`config.mk`:
```
export PLATFORM = sky130hd
export DESIGN_NAME = fir_mac_sequencer
export DESIGN_NICKNAME = d
export VERILOG_FILES = /design/src/rtl/fir_mac_sequencer.sv
export SDC_FILE = /design/constraint.sdc
export NUM_CORES = 1
export LEC_CHECK = 0
export CAP_MARGIN = 20
export CELL_PAD_IN_SITES_DETAIL_PLACEMENT = 0
export CELL_PAD_IN_SITES_GLOBAL_PLACEMENT = 1
export CORE_AREA = 8 8 92 94
export CTS_CLUSTER_SIZE = 8
export DETAILED_ROUTE_END_ITERATION = 8
export DIE_AREA = 0 0 100 102
export DONT_BUFFER_PORTS = 1
export PLACE_DENSITY = 0.8
export SETUP_SLACK_MARGIN = 0.2
export SLEW_MARGIN = 20
export SYNTH_ARGS = -nofsm -noshare
export SYNTH_HDL_FRONTEND = slang
export SYNTH_SLANG_ARGS = --single-unit
```
`constraint.sdc`:
```
create_clock -name i_clk -period 6.75 [get_ports i_clk]
set_input_delay 0.675 -clock i_clk [delete_from_list [all_inputs] [get_ports i_clk]]
set_output_delay 0.675 -clock i_clk [all_outputs]
set_load 0.05 [all_outputs]
```
`src/rtl/fir_mac_sequencer.sv`:
```
// Time-multiplexed FIR: one shared multiply-accumulate walks NTAPS taps per
// accepted sample, with a runtime-loadable coefficient bank and saturating output.
module fir_mac_sequencer #(
    parameter int SAMPLE_W = 3,
    parameter int COEF_W   = 3,
    parameter int NTAPS    = 8,
    parameter int OUT_W    = 10,
    parameter int ACC_W    = SAMPLE_W + COEF_W + $clog2(NTAPS)
) (
    input  logic                     i_clk,
    input  logic                     i_rst_n,
    input  logic                     s_valid,
    output logic                     s_ready,
    input  logic [SAMPLE_W-1:0]      signal,
    input  logic                     cfg_we,
    input  logic [$clog2(NTAPS)-1:0] cfg_addr,
    input  logic [COEF_W-1:0]        cfg_data,
    output logic [OUT_W-1:0]         result,
    output logic                     result_valid,
    output logic                     busy
);

    localparam int IDX_W  = $clog2(NTAPS);
    localparam int PROD_W = SAMPLE_W + COEF_W;
    localparam int SAT_W  = (ACC_W > OUT_W) ? ACC_W : OUT_W;
    localparam logic [IDX_W-1:0] LAST_IDX = IDX_W'(NTAPS - 1);

    typedef enum logic [1:0] {
        IDLE = 2'd0,
        MAC  = 2'd1,
        DONE = 2'd2
    } state_t;

    state_t               state_r;
    state_t               state_s;
    logic [SAMPLE_W-1:0]  hist_r [NTAPS];
    logic [COEF_W-1:0]    coef_r [NTAPS];
    logic [ACC_W-1:0]     acc_r;
    logic [IDX_W-1:0]     idx_r;
    logic [OUT_W-1:0]     result_r;
    logic                 result_valid_r;
    logic                 busy_r;
    logic                 s_ready_r;

    logic                 accept_s;
    logic                 last_s;
    logic                 cfg_ok_s;
    logic [PROD_W-1:0]    prod_s;
    logic [ACC_W-1:0]     sum_s;

    // Clamp the accumulated sum into the output range.
    function automatic logic [OUT_W-1:0] saturate(input logic [ACC_W-1:0] v);
        logic [SAT_W-1:0] wide;
        logic [SAT_W-1:0] limit;
        wide  = SAT_W'(v);
        limit = SAT_W'({OUT_W{1'b1}});
        if (wide > limit) begin
            saturate = {OUT_W{1'b1}};
        end else begin
            saturate = OUT_W'(wide);
        end
    endfunction

    assign accept_s = s_valid && s_ready_r;
    assign last_s   = (state_r == MAC) && (idx_r == LAST_IDX);
    assign cfg_ok_s = cfg_we && (state_r != MAC) && (32'(cfg_addr) < NTAPS);
    assign prod_s   = PROD_W'(hist_r[idx_r]) * PROD_W'(coef_r[idx_r]);
    assign sum_s    = acc_r + ACC_W'(prod_s);

    // Next-state decode; a sample offered during DONE chains straight into MAC.
    always_comb begin
        state_s = state_r;
        case (state_r)
            IDLE: begin
                if (accept_s) begin
                    state_s = MAC;
                end else begin
                    state_s = IDLE;
                end
            end
            MAC: begin
                if (last_s) begin
                    state_s = DONE;
                end else begin
                    state_s = MAC;
                end
            end
            DONE: begin
                if (accept_s) begin
                    state_s = MAC;
                end else begin
                    state_s = IDLE;
                end
            end
            default: state_s = IDLE;
        endcase
    end

    // State register plus handshake/status flags registered from the next state.
    always_ff @(posedge i_clk or negedge i_rst_n) begin
        if (!i_rst_n) begin
            state_r   <= IDLE;
            busy_r    <= 1'b0;
            s_ready_r <= 1'b1;
        end else begin
            state_r   <= state_s;
            busy_r    <= (state_s == MAC);
            s_ready_r <= (state_s != MAC);
        end
    end

    // Sample history: shifts only on accept.
    always_ff @(posedge i_clk or negedge i_rst_n) begin
        if (!i_rst_n) begin
            for (int k = 0; k < NTAPS; k++) begin
                hist_r[k] <= {SAMPLE_W{1'b0}};
            end
        end else if (accept_s) begin
            hist_r[0] <= signal;
            for (int k = 1; k < NTAPS; k++) begin
                hist_r[k] <= hist_r[k-1];
            end
        end
    end

    // Coefficient bank: reset to unity taps, writable only outside MAC.
    always_ff @(posedge i_clk or negedge i_rst_n) begin
        if (!i_rst_n) begin
            for (int k = 0; k < NTAPS; k++) begin
                coef_r[k] <= COEF_W'(1'b1);
            end
        end else if (cfg_ok_s) begin
            coef_r[cfg_addr] <= cfg_data;
        end
    end

    // Accumulator and tap index sequencing.
    always_ff @(posedge i_clk or negedge i_rst_n) begin
        if (!i_rst_n) begin
            acc_r <= {ACC_W{1'b0}};
            idx_r <= {IDX_W{1'b0}};
        end else if (accept_s) begin
            acc_r <= {ACC_W{1'b0}};
            idx_r <= {IDX_W{1'b0}};
        end else if (last_s) begin
            acc_r <= sum_s;
            idx_r <= {IDX_W{1'b0}};
        end else if (state_r == MAC) begin
            acc_r <= sum_s;
            idx_r <= idx_r + IDX_W'(1'b1);
        end
    end

    // Result capture on the final tap; the value holds until the next capture.
    always_ff @(posedge i_clk or negedge i_rst_n) begin
        if (!i_rst_n) begin
            result_r       <= {OUT_W{1'b0}};
            result_valid_r <= 1'b0;
        end else begin
            result_valid_r <= last_s;
            if (last_s) begin
                result_r <= saturate(sum_s);
            end
        end
    end

    assign s_ready      = s_ready_r;
    assign busy         = busy_r;
    assign result       = result_r;
    assign result_valid = result_valid_r;

endmodule

```
**Routed clock nets over the placement**

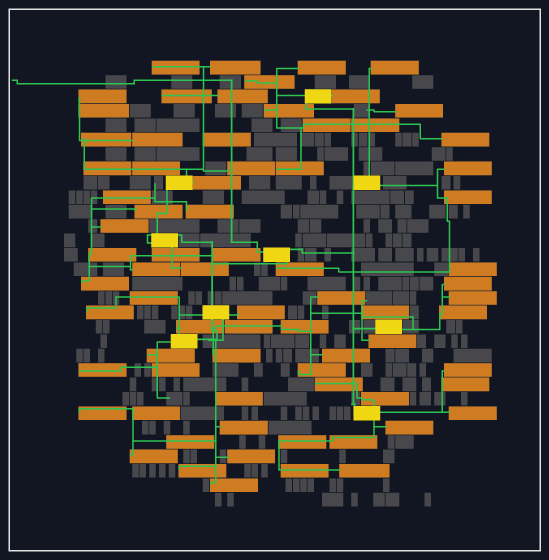
clock wires -> green  # length 948 µm
clock drivers -> yellow  # count 9
flip-flops -> orange  # count 74
flops lie = all over the die

**PDN straps and rails**

Pins as bars on the die edge. Tap cells in gray.
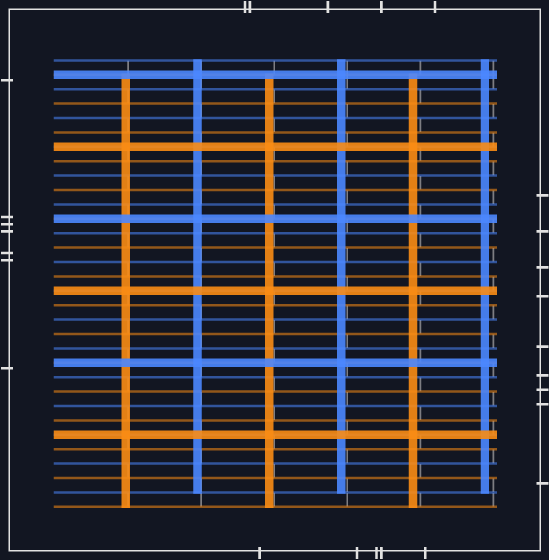
VSS -> orange
VDD -> blue
met4 straps = 6
tap cells = 99
signal pins = 26
met1 rails = 32

==> run notes <==
Physical implementation status

The number of antenna violations at the first check in global routing is 0. Yosys mapped the design onto 46 distinct sky130hd cell types. The number of clock buffer instances in the layout stands at 10. The total stage count of the critical path stands at 11. The largest individual stage delay along the critical path comes from the cell dfrtp_1. Counting instances in the post-synthesis netlist gives the leading cell types as nand2_1, dfrtp_1, mux2_1. The worst hold path belongs to the class input pin to asynchronous set/reset pin. The floorplan step set the die height to 102 µm. The root buffer cell chosen for the clock tree is clkbuf_8.

The floorplan step records an initial core utilization of 53.2%. The biggest area contributor in the post-synthesis netlist is dfrtp_1. The multiplexer area fraction after synthesis stands at 18.0%.

Clock latency on the worst-skew pair, taken at its later pin, is 0.35 ns. The area recorded from the Yosys report for this design is 3750 µm². The upper clock frequency limit stands at 238 MHz. Once detail routing completed, the nets flagged for antenna violations numbered 0. In this run the power spent charging and discharging nets is 803 µW. Leaving out fill and tap cells, the most frequent cell in the layout is nand2_1. The total of hold buffers inserted after clock tree synthesis stands at 0. The share of synthesized cell area in and, or, nand and nor gates stands at 15.2%. For reference, the top logic cell family by area is multiplexers. The buffer levels on the longest clock path stands at 2. Of the total power, combinational logic draws 37.8%. The critical path goes through mux4_1 > mux2_2 > nand2b_1 > fa_1 > inv_1 > fa_1 > ha_1 > a21oi_1 > o2111a_1 > or3_1 > a31oi_1. Ranked by total cell area, the synthesized netlist is headed by dfrtp_1, nand2_1, mux2_1. The routed via count divided by cell count stands at 5.36. After Yosys synthesis, full adders, half adders and majority gates account for 6.33% of the synthesized area. The placement summary gives the final routability congestion estimate as 0.787.

The peak per-stage delay on the critical path stands at 0.86 ns. For this run the top cell type by instance count after synthesis was nand2_1. The final layout contains routed wiring with a total length of 6930 µm. The routed length on met3 stands at 313 µm. Ranked by power, first place goes to sequential cells.

The number of clock sinks seen by CTS stands at 74. The final route contains 2354 vias. The well tap count stands at 99. The synthesis report names the predominant flop master as dfrtp_1.

The power report attributes to the sequential group a share of 44.7%. The xor and xnor area share after synthesis stands at 0.700%. For this run, the detailed router's first-pass iteration total came to 4.

The flow ran to the end, and the final reports show no timing, DRC or antenna violations. TritonCTS built the clock tree. The post-cts resize count stands at 0. The clock tree synthesis step divided the H-tree into 3 levels.

The count of endpoints failing setup in the final report stands at 0. The final power report lists total power as 2000 µW. The count of cells in the finished layout, fillers not included, comes to 439. Setup total negative slack on the finished layout was measured at 0 ns.
**Cells colored by class**

The bar under the picture is 20 µm long. Fill, decap, tap and diode cells in gray.
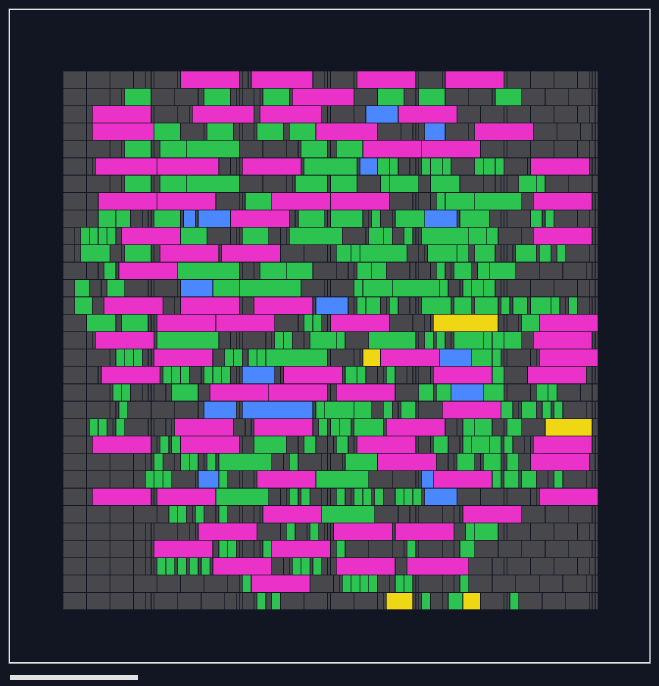
combinational and other logic -> green  # cells 245
flops -> magenta  # cells 74
other buffers and delay cells -> yellow  # cells 5
clock drivers and dummy loads -> blue  # cells 16

**Placed standard cells**

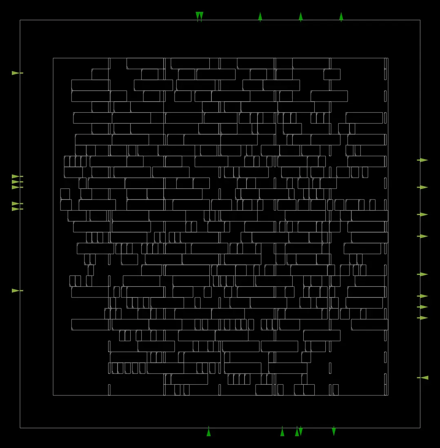
Core Area: 7060 µm²
number of fillers in the final layout: 633
standard-cell row count: 31
proportion of cell area occupied by registers: 46.0%

Power and IR drop assume default switching activity.
